===== src/rtl/fetch_pc_stage.sv =====
// ---------------------------------------------------------------------------
// fetch_pc_stage
//
// Instruction-fetch front end placed directly ahead of the branch predictor.
// Owns the architectural fetch PC, issues one instruction-memory request at a
// time, picks the next PC from the predictor, and buffers returned
// instructions (tagged with their PC and prediction) in a small fetch queue
// for decode. A redirect from execute flushes the queue and drops any stale
// in-flight response.
//
// Parameters
//   RESET_PC          fetch PC loaded on reset
//   FQ_DEPTH          fetch-queue entries (power of two, >= 2)
//
// Ports
//   clk               single clock, all state on rising edge
//   rst_n             synchronous active-low reset
//   program_counter   current fetch PC, to predictor
//   prediction        predictor taken flag for program_counter
//   predicted_address predictor next-PC for program_counter
//   imem_req_valid    request valid (address = program_counter)
//   imem_req_ready    request accept from memory
//   imem_req_addr     request address
//   imem_resp_valid   one response strobe per accepted request
//   imem_resp_data    instruction word
//   redirect_valid    mispredict/flush pulse from execute
//   redirect_pc       corrected PC
//   fq_valid          queue head valid
//   fq_ready          decode pops head on fq_valid & fq_ready
//   fq_instr          head instruction
//   fq_pc             head PC
//   fq_pred_target    head predicted next-PC
//   fq_pred_taken     head prediction bit
//
// state   | meaning
// --------+---------------------------------------------------------------
// S_FETCH | no request outstanding; request issued when the queue has space
// S_WAIT  | one request outstanding, its response is pushed to the queue
// S_DRAIN | one stale request outstanding, its response is dropped
// ---------------------------------------------------------------------------
module fetch_pc_stage #(
    parameter logic [31:0] RESET_PC = 32'h0000_0000,
    parameter int unsigned FQ_DEPTH = 4
) (
    input  logic        clk,
    input  logic        rst_n,
    output logic [31:0] program_counter,
    input  logic        prediction,
    input  logic [31:0] predicted_address,
    output logic        imem_req_valid,
    input  logic        imem_req_ready,
    output logic [31:0] imem_req_addr,
    input  logic        imem_resp_valid,
    input  logic [31:0] imem_resp_data,
    input  logic        redirect_valid,
    input  logic [31:0] redirect_pc,
    output logic        fq_valid,
    input  logic        fq_ready,
    output logic [31:0] fq_instr,
    output logic [31:0] fq_pc,
    output logic [31:0] fq_pred_target,
    output logic        fq_pred_taken
);

    localparam int unsigned      PTR_W   = $clog2(FQ_DEPTH);
    localparam int unsigned      CNT_W   = PTR_W + 1;
    localparam logic [CNT_W-1:0] DEPTH_C = CNT_W'(FQ_DEPTH);

    typedef enum logic [1:0] {
        S_FETCH = 2'd0,
        S_WAIT  = 2'd1,
        S_DRAIN = 2'd2
    } state_t;

    state_t           r_state;
    state_t           w_state_nxt;

    logic [31:0]      r_pc;
    logic [31:0]      w_pc_nxt;

    // Tag of the request currently in flight
    logic [31:0]      r_if_pc;
    logic             r_if_taken;
    logic [31:0]      r_if_target;

    // Fetch queue storage
    logic [31:0]      r_fq_instr  [FQ_DEPTH];
    logic [31:0]      r_fq_pc     [FQ_DEPTH];
    logic [31:0]      r_fq_target [FQ_DEPTH];
    logic             r_fq_taken  [FQ_DEPTH];
    logic [PTR_W-1:0] r_head;
    logic [PTR_W-1:0] r_tail;
    logic [CNT_W-1:0] r_count;

    logic             w_has_space;
    logic             w_req_valid;
    logic             w_accept;
    logic             w_push;
    logic             w_pop;

    // -----------------------------------------------------------------------
    // Handshake qualifiers
    // -----------------------------------------------------------------------
    always_comb begin
        w_has_space = (r_count < DEPTH_C);
        // The count only grows in S_WAIT, so a raised request in S_FETCH
        // stays raised until the memory takes it.
        w_req_valid = rst_n && (r_state == S_FETCH) && w_has_space;
        w_accept    = w_req_valid && imem_req_ready;
        // A redirect wins over a same-cycle response and pop: the response
        // belongs to the wrong path and the queue is being emptied anyway.
        w_push      = imem_resp_valid && (r_state == S_WAIT) && !redirect_valid;
        w_pop       = (r_count != '0) && fq_ready && !redirect_valid;
    end

    // -----------------------------------------------------------------------
    // Next state and next PC
    // -----------------------------------------------------------------------
    always_comb begin
        w_state_nxt = r_state;
        unique case (r_state)
            S_FETCH: begin
                // An accepted request cannot be retracted; if it was accepted
                // alongside a redirect its response must be dropped.
                if (w_accept) begin
                    w_state_nxt = redirect_valid ? S_DRAIN : S_WAIT;
                end
            end
            S_WAIT: begin
                if (imem_resp_valid) begin
                    w_state_nxt = S_FETCH;
                end else if (redirect_valid) begin
                    w_state_nxt = S_DRAIN;
                end
            end
            S_DRAIN: begin
                if (imem_resp_valid) begin
                    w_state_nxt = S_FETCH;
                end
            end
            default: begin
                w_state_nxt = S_FETCH;
            end
        endcase
    end

    always_comb begin
        w_pc_nxt = r_pc;
        if (redirect_valid) begin
            w_pc_nxt = redirect_pc;
        end else if (w_accept) begin
            // Wraps modulo 2^32 at the top of the address space
            w_pc_nxt = prediction ? predicted_address : (r_pc + 32'd4);
        end
    end

    // -----------------------------------------------------------------------
    // Control registers
    // -----------------------------------------------------------------------
    always_ff @(posedge clk) begin
        if (!rst_n) begin
            r_state     <= S_FETCH;
            r_pc        <= RESET_PC;
            r_if_pc     <= '0;
            r_if_taken  <= 1'b0;
            r_if_target <= '0;
        end else begin
            r_state <= w_state_nxt;
            r_pc    <= w_pc_nxt;
            if (w_accept) begin
                r_if_pc     <= r_pc;
                r_if_taken  <= prediction;
                r_if_target <= predicted_address;
            end
        end
    end

    // -----------------------------------------------------------------------
    // Fetch queue
    // -----------------------------------------------------------------------
    always_ff @(posedge clk) begin
        if (!rst_n) begin
            r_head  <= '0;
            r_tail  <= '0;
            r_count <= '0;
            for (int unsigned i = 0; i < FQ_DEPTH; i++) begin
                r_fq_instr[PTR_W'(i)]  <= '0;
                r_fq_pc[PTR_W'(i)]     <= '0;
                r_fq_target[PTR_W'(i)] <= '0;
                r_fq_taken[PTR_W'(i)]  <= 1'b0;
            end
        end else if (redirect_valid) begin
            r_head  <= '0;
            r_tail  <= '0;
            r_count <= '0;
        end else begin
            // Space was checked when the request was issued, so a push
            // never lands on a full queue.
            if (w_push) begin
                r_fq_instr[r_tail]  <= imem_resp_data;
                r_fq_pc[r_tail]     <= r_if_pc;
                r_fq_target[r_tail] <= r_if_target;
                r_fq_taken[r_tail]  <= r_if_taken;
                r_tail              <= r_tail + PTR_W'(1);
            end
            if (w_pop) begin
                r_head <= r_head + PTR_W'(1);
            end
            if (w_push && !w_pop) begin
                r_count <= r_count + CNT_W'(1);
            end else if (!w_push && w_pop) begin
                r_count <= r_count - CNT_W'(1);
            end
        end
    end

    // -----------------------------------------------------------------------
    // Outputs
    // -----------------------------------------------------------------------
    always_comb begin
        program_counter = r_pc;
        imem_req_addr   = r_pc;
        imem_req_valid  = w_req_valid;
        fq_valid        = (r_count != '0);
        fq_instr        = r_fq_instr[r_head];
        fq_pc           = r_fq_pc[r_head];
        fq_pred_target  = r_fq_target[r_head];
        fq_pred_taken   = r_fq_taken[r_head];
    end

endmodule


===== config.mk =====
export PLATFORM = sky130hd
export DESIGN_NAME = fetch_pc_stage
export DESIGN_NICKNAME = d
export VERILOG_FILES = /design/src/rtl/fetch_pc_stage.sv
export SDC_FILE = /design/constraint.sdc
export NUM_CORES = 1
export LEC_CHECK = 0
export CAP_MARGIN = 0
export CORE_MARGIN = 10
export CORE_UTILIZATION = 50
export DETAILED_ROUTE_END_ITERATION = 8
export GPL_TIMING_DRIVEN = 0
export PLACE_DENSITY = 0.79
export SETUP_SLACK_MARGIN = 0.15
export SLEW_MARGIN = 30
export SYNTH_ARGS = -nofsm -noshare
export SYNTH_HDL_FRONTEND = slang
export SYNTH_SLANG_ARGS = --single-unit

===== constraint.sdc =====
create_clock -name clk -period 4.7 [get_ports clk]
set_input_delay 0.94 -clock clk [delete_from_list [all_inputs] [get_ports clk]]
set_output_delay 0.94 -clock clk [all_outputs]
set_load 0.01 [all_outputs]

==> changes_impl.md, run 1 <==
## Flow update

- Largest area contributor in the netlist: edfxtp_1
- Area occupied by multi-input gates: 6620 µm²
- Flop Count: 496
- Antenna Diode Count: 2
- Synth async-reset ratio: 0%
- Xor and xnor area share after synthesis: 0.733%
- Worst EP required: 3.76 ns
- Initial antenna violation count: 2
- Synth area leaders: edfxtp_1 (54%), dfxtp_1 (10%), mux4_2 (10%)
- # IOs: 266
- Most numerous logic cell after layout: edfxtp_1
- Inverters: 107
- Cell Area, Synth: 21500 µm²
- Post-CTS setup buffer count: 0
- Cell family with most CP delay: buffers and inverters
- Worst skew pair latency: 0.59 ns
- Max Slew Vio Count: 0
- Worst Setup Start Kind: flop
- Die X: 227 µm
- H-tree lvl count: 2
- Top Registers: r_fq_instr x128, r_fq_pc x128, r_fq_target x128
- Actual slew at the worst max-slew pin: 0.794 ns
- Worst hold slack: 0.474 ns
- Simple Share, Synth: 14.4%
- Initial Util: 50.9%
- CLK BUF: 77
- Status: finished, final reports clean
- Registers, synthesis: 496
- Post-DR vias/cell: 5.78
- Dominant logic cell types in the final layout: edfxtp_1 (385), clkdlybuf4s50_1 (264), nand2_1 (255), nor2_1 (222), dfxtp_1 (111)
## run 1: path summary, 6_finish.rpt
kind	slack (ns)	end	depth (start not counted)	from
setup reg to reg	1.13	r_fq_instr[0][27]	7	r_state[0]
hold reg to reg	0.47	r_if_target[0]	2	r_if_target[0]
setup / recovery	0.38	fq_instr[26]	5	flop
hold / removal	0.47	r_if_target[0]	2	r_if_target[0]
## run 1: power by group
part	switching, mW	total (mW)	internal [mW]
combinational	0.384	0.733	0.349
sequential	0.117	4.99	4.87
clock	1.67	4.12	2.45
## run 1: routing by layer
layer	part of all wire, %	vias to the layer above	global-route usage, %
li1	-	6748	-
met1	38	7484	31.6
met2	48	898	40.2
met3	12	120	7.04
met4	2.8	4	7.24
met5	0.039	-	0
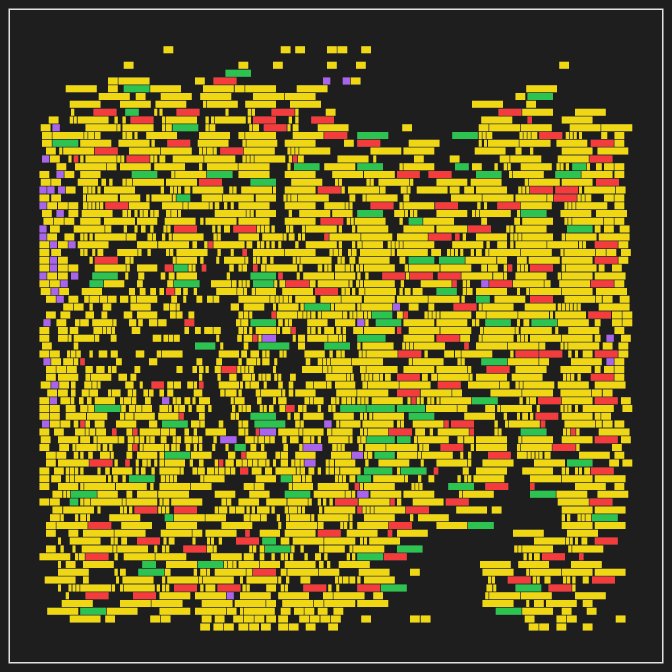
*Sizing map, run 1*
legend:
  x2:
    colour: red
    cells: 146
    most_used: mux4_2
  x3 and x4:
    colour: purple
    cells: 41
    most_used: buf_4
  x6 and larger:
    colour: green
    cells: 83
    most_used: clkbuf_16
  x1 and smaller:
    colour: yellow
    cells: 1827
    most_used: edfxtp_1
Final Instance Area: 26800 µm²
Setup WS post-layout: 0.383 ns
layout overhead on the synthesized area: 24.7%

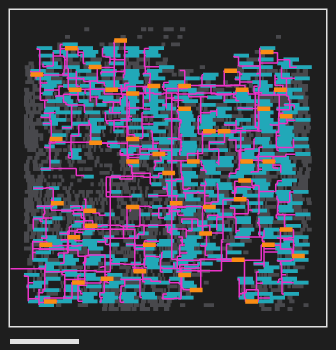
*Routed clock nets over the placement, run 1*
Bar = 50 µm.
legend:
  flip-flops:
    colour: cyan
    count: 496
  clock wires:
    colour: magenta
    length: 5740 µm
  clock-net drivers:
    colour: orange
    count: 50
flops lie: all over the die
routed clock nets: 51
Clk pwr share: 41.9%
Clk. pwr: 4.12 mW

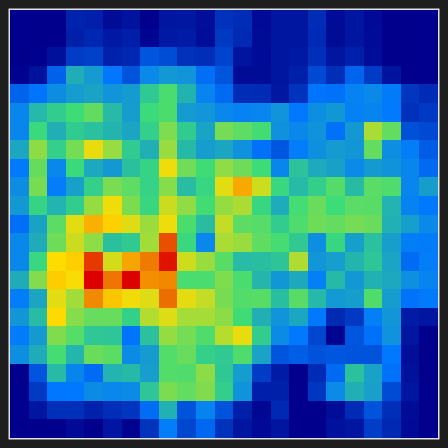
*Routed metal per tile, run 1*
The die is cut into 23 by 23 equal tiles; dark blue is low, red is high, scaled to the fullest tile. Values are wire area over tile area, all layers added.
tiles over half the peak: 26%
nearly empty tiles: 8.3%
mean over tiles: 0.21
fullest tile: 0.64
WL final: 64.1 mm
via count: 15300

### Cell placement, run 1

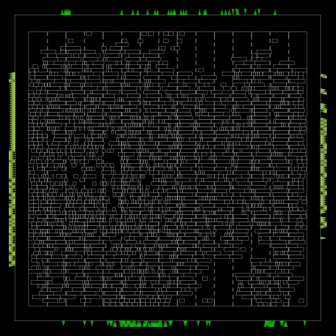

==> inputs of run 2 (changes only) <==
--- a/config.mk
+++ b/config.mk
@@ -8,6 +8,7 @@
 export CAP_MARGIN = 0
 export CORE_MARGIN = 10
 export CORE_UTILIZATION = 50
+export CTS_CLUSTER_DIAMETER = 50
 export DETAILED_ROUTE_END_ITERATION = 8
 export GPL_TIMING_DRIVEN = 0
 export PLACE_DENSITY = 0.79
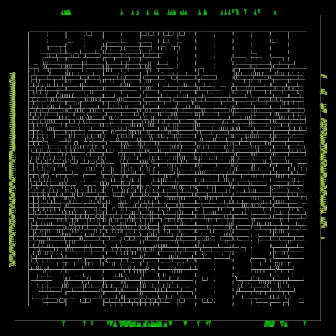
*Cell placement, run 2*
Fill cells: 3165
Taps Inserted: 539
Layout Utilization: 63.5%
post-route insts no fill: 2642

==> changes_impl.md, run 2 <==
## Flow update

- Reg2Reg Depth: 7 (unchanged)
- Worst skew pair latency: 0.59 ns (about the same)
- Via count: 15300 (about the same)
- Sequential power share: 50.8% (was 50.7%)
- Hold EP: r_if_pc[4] (was r_if_target[0])
- # IOs: 266 (unchanged)
- Most numerous logic cell after layout: edfxtp_1 (unchanged)
- Synth async-reset ratio: 0% (unchanged)
- Reg-to-reg setup timing slack: 1.10 ns (was 1.13 ns)
- Status: finished, final reports clean (unchanged)
- Clk pwr share: 41.7% (was 41.9%)
- Flip-flop and latch power: 4.99 mW (about the same)
- Clk. pwr: 4.09 mW (was 4.12 mW)
- Post-DR vias/cell: 5.80 (was 5.78)
- WL final: 64.2 mm (was 64.1 mm)
- Antenna Diode Count: 1 (was 2)
- Actual slew at the worst max-slew pin: 0.800 ns (was 0.794 ns)
- Int Power: 7.58 mW (was 7.67 mW)
- M3 GR Usage: 6.29% (was 7.04%)
- Setup WS post-layout: 0.422 ns (was 0.383 ns)
- Worst hold slack: 0.474 ns (about the same)
- Most Crowded Layer GR: met2 (unchanged)
- Initial Util: 50.9% (unchanged)
- Post-CTS setup buffer count: 0 (unchanged)
- Layout overhead on the synthesized area: 24.7% (about the same)
- Largest area contributor in the netlist: edfxtp_1 (unchanged)
- Area occupied by multi-input gates: 6620 µm² (unchanged)
- Combinational share of power: 7.5% (was 7.4%)
- Synth area leaders: edfxtp_1 (54%), dfxtp_1 (10%), mux4_2 (10%) (unchanged)
- Initial antenna violation count: 1 (was 2)
- M1 WL: 24.1 mm (about the same)
- Terminus of the critical flop-to-flop path: r_fq_instr[0][27] (unchanged)
- Path length in cells of the critical path: 5 (unchanged)
- Inverters: 107 (unchanged)
- Worst Setup Start Kind: flop (unchanged)
- Max Slew Vio Count: 0 (unchanged)
- Dominant logic cell types in the final layout: edfxtp_1 (385), clkdlybuf4s50_1 (264), nand2_1 (255), nor2_1 (222), dfxtp_1 (111) (unchanged)
- Registers, synthesis: 496 (unchanged)
- Met1 GRT Util: 32.0% (was 31.6%)
- Die X: 227 µm (unchanged)
- CLK BUF: 75 (was 77)
- Cell Area, Synth: 21500 µm² (unchanged)
- Top Registers: r_fq_instr x128, r_fq_pc x128, r_fq_target x128 (unchanged)
- Cell family with most CP delay: buffers and inverters (unchanged)
- Worst Setup EP: fq_instr[14] (was fq_instr[26])
- P_comb: 0.733 mW (about the same)
- Top Layer Used: met5 (unchanged)
- Flop Count: 496 (unchanged)
[run 2: cell counts after synthesis]
No cell type changed its count.
[run 2: worst min-delay path: stages, from the launching register on]
cell and delay, ns:
dfxtp_1 0.32, nand2_1 0.05, a21oi_1 0.06
[run 2: cell families after synthesis]
logic type	after synthesis	synth area share, %
simple gates	681	14.4
flops	496	64.1
buf+inv	255	5.26
compound gates	175	4.89
mux	103	10.4
xor+xnor	18	0.733
fa+ha+maj	3	0.209
[run 2: metrics by stage]
step / power, mW / instance area [µm²]
6_report: 9.81 / 26800
3_5_place_dp: 5.80 / 25100
4_1_cts: 9.84 / 26800
2_1_floorplan: 5.35 / 21500
3_3_place_gp: 5.78 / 24800
5_1_grt: 10.1 / 26800
### Routed metal per tile, run 2

The die is cut into 23 by 23 equal tiles; dark blue is low, red is high, scaled to the fullest tile. Values are wire area over tile area, all layers added.
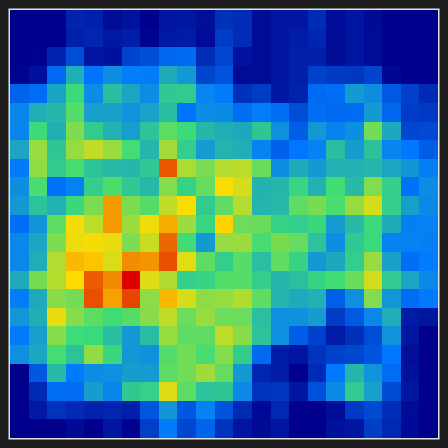

==> inputs of run 3 (changes only) <==
--- a/config.mk
+++ b/config.mk
@@ -5,13 +5,14 @@
 export SDC_FILE = /design/constraint.sdc
 export NUM_CORES = 1
 export LEC_CHECK = 0
+export ABC_AREA = 1
 export CAP_MARGIN = 0
 export CORE_MARGIN = 10
-export CORE_UTILIZATION = 50
+export CORE_UTILIZATION = 51
 export CTS_CLUSTER_DIAMETER = 50
 export DETAILED_ROUTE_END_ITERATION = 8
 export GPL_TIMING_DRIVEN = 0
-export PLACE_DENSITY = 0.79
+export PLACE_DENSITY = 0.8
 export SETUP_SLACK_MARGIN = 0.15
 export SLEW_MARGIN = 30
 export SYNTH_ARGS = -nofsm -noshare
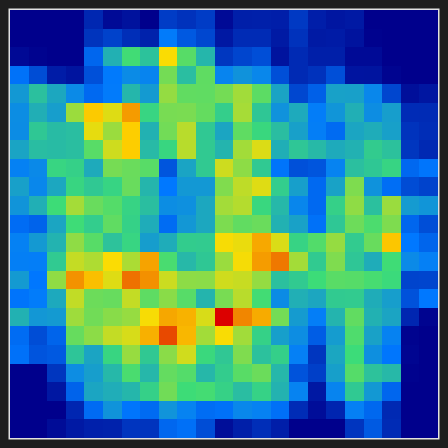
*Routed metal per tile, run 3*
The die is cut into 23 by 23 equal tiles; dark blue is low, red is high, scaled to the fullest tile. Values are wire area over tile area, all layers added.
emptiest ninth of the die: upper right
tiles over half the peak: 27%
nearly empty tiles: 9.8%
WL final: 71.8 mm
drt wl/cell: 21.7 µm
via count: 18700

==> changes_impl.md, run 3 <==
## Flow update

- Post-CTS setup buffer count: 0 (unchanged)
- Die X: 230 µm (was 227 µm)
- Power Total: 9.92 mW (was 9.81 mW)
- Most numerous logic cell after layout: nor2_1 (was edfxtp_1)
- Switching share of total power: 23.4% (was 22.7%)
- Xor and xnor area share after synthesis: 0.0780% (was 0.733%)
- Top pwr grp: sequential cells (unchanged)
- Post-Synth Adder-Cell Area: 0.201% (was 0.209%)
- Status: finished, final reports clean (unchanged)
- Worst skew pair latency: 0.59 ns (about the same)
- Area occupied by multi-input gates: 6840 µm² (was 6620 µm²)
- Combinational share of power: 8.2% (was 7.5%)
- Met1 GRT Util: 32.3% (was 32.0%)
- M3 GR Usage: 5.64% (was 6.29%)
- Sequential power share: 50.3% (was 50.8%)
- Met2 routed WL: 34.3 mm (was 30.7 mm)
- Max Slew Vio Count: 0 (unchanged)
- Registers, synthesis: 496 (unchanged)
- Actual slew at the worst max-slew pin: 0.816 ns (was 0.800 ns)
- Final Instance Area: 27800 µm² (was 26800 µm²)
- Initial antenna violation count: 0 (was 1)
- Top Layer Used: met4 (was met5)
- Synth mux share: 0% (was 10.4%)
- Most Crowded Layer GR: met2 (unchanged)
- M1 WL: 27.1 mm (was 24.1 mm)
- Setup WS post-layout: 0.320 ns (was 0.422 ns)
- Post-Synth AOI/OAI Area: 12.1% (was 4.89%)
- Clk. pwr: 4.11 mW (was 4.09 mW)
- Simple Share, Synth: 18.0% (was 14.4%)
- Cell family with most CP delay: buffers and inverters (unchanged)
- Flip-flop and latch power: 4.99 mW (about the same)
- Placed cell areas: 26100 µm² (was 25100 µm²)
- CLK BUF: 67 (was 75)
- Synth area leaders: edfxtp_1 (51%), nor2_1 (10%), dfxtp_1 (9.9%) (was edfxtp_1 (54%), dfxtp_1 (10%), mux4_2 (10%))
- Layout Utilization: 64.3% (was 63.5%)
- Inverters: 264 (was 107)
run 3: netlist changes by cell type after synthesis, sizes merged, moves of 9 or more:
cell	delta
inv	+156
o22ai	+90
a21oi	+14
xnor2	-10
nor2	+456
nand2	-109
clkbuf	+30
and2	-102
nor4	-9
and3	-12
o21ai	+268
nor3	-11
mux4	-97
nand3	+38
run 3: cell families after synthesis:
logic type                 count (synthesis)
and+or+nand+nor                          906
AOI/OAI and AO/OA                        509
DFF                                      496
buffers and inverters                    439
adders and majority gates                  3
xor gates and xnor gates                   2
run 3: final timing paths:
path,cells past startpoint,endpoint,slack [ns],start
min reg2reg,2,r_state[1],0.51,r_state[1]
min,2,r_state[1],0.51,r_state[1]
max,6,fq_pc[9],0.32,flop
max reg2reg,8,r_fq_instr[0][5],1.85,r_state[1]

==> layout pictures side by side <==
Where the registers sit.
Bar = 50 µm. Other sequential cells in the stronger grey, the rest of the logic in the fainter grey.
Plate I
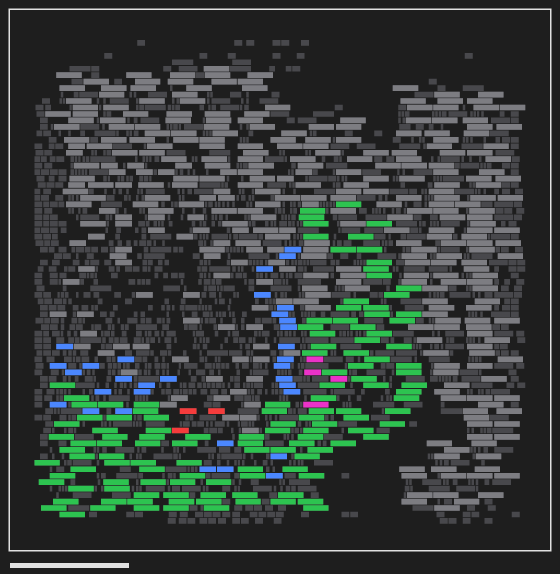
Plate II
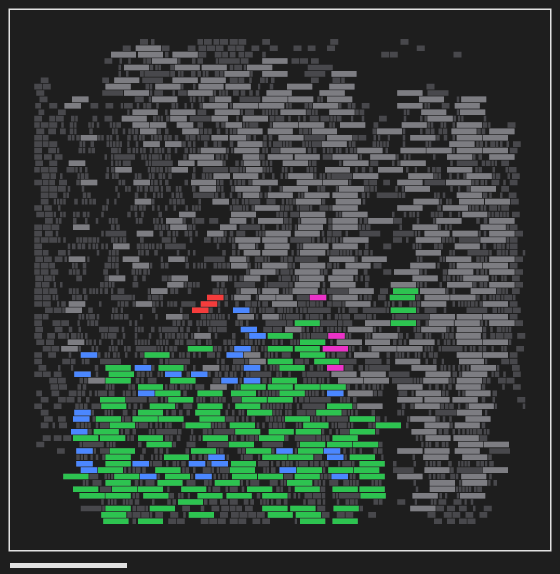
run 2 -> Plate I
run 3 -> Plate II

Key to Plate I:
legend:
  `r_fq_taken`:
    colour: magenta
    placed_flops: 4
  `r_if_target`:
    colour: blue
    placed_flops: 32
  `r_count`:
    colour: red
    placed_flops: 3
  `r_fq_target`:
    colour: green
    placed_flops: 128
not coloured: 329

Power is estimated from default activity; no workload was simulated.
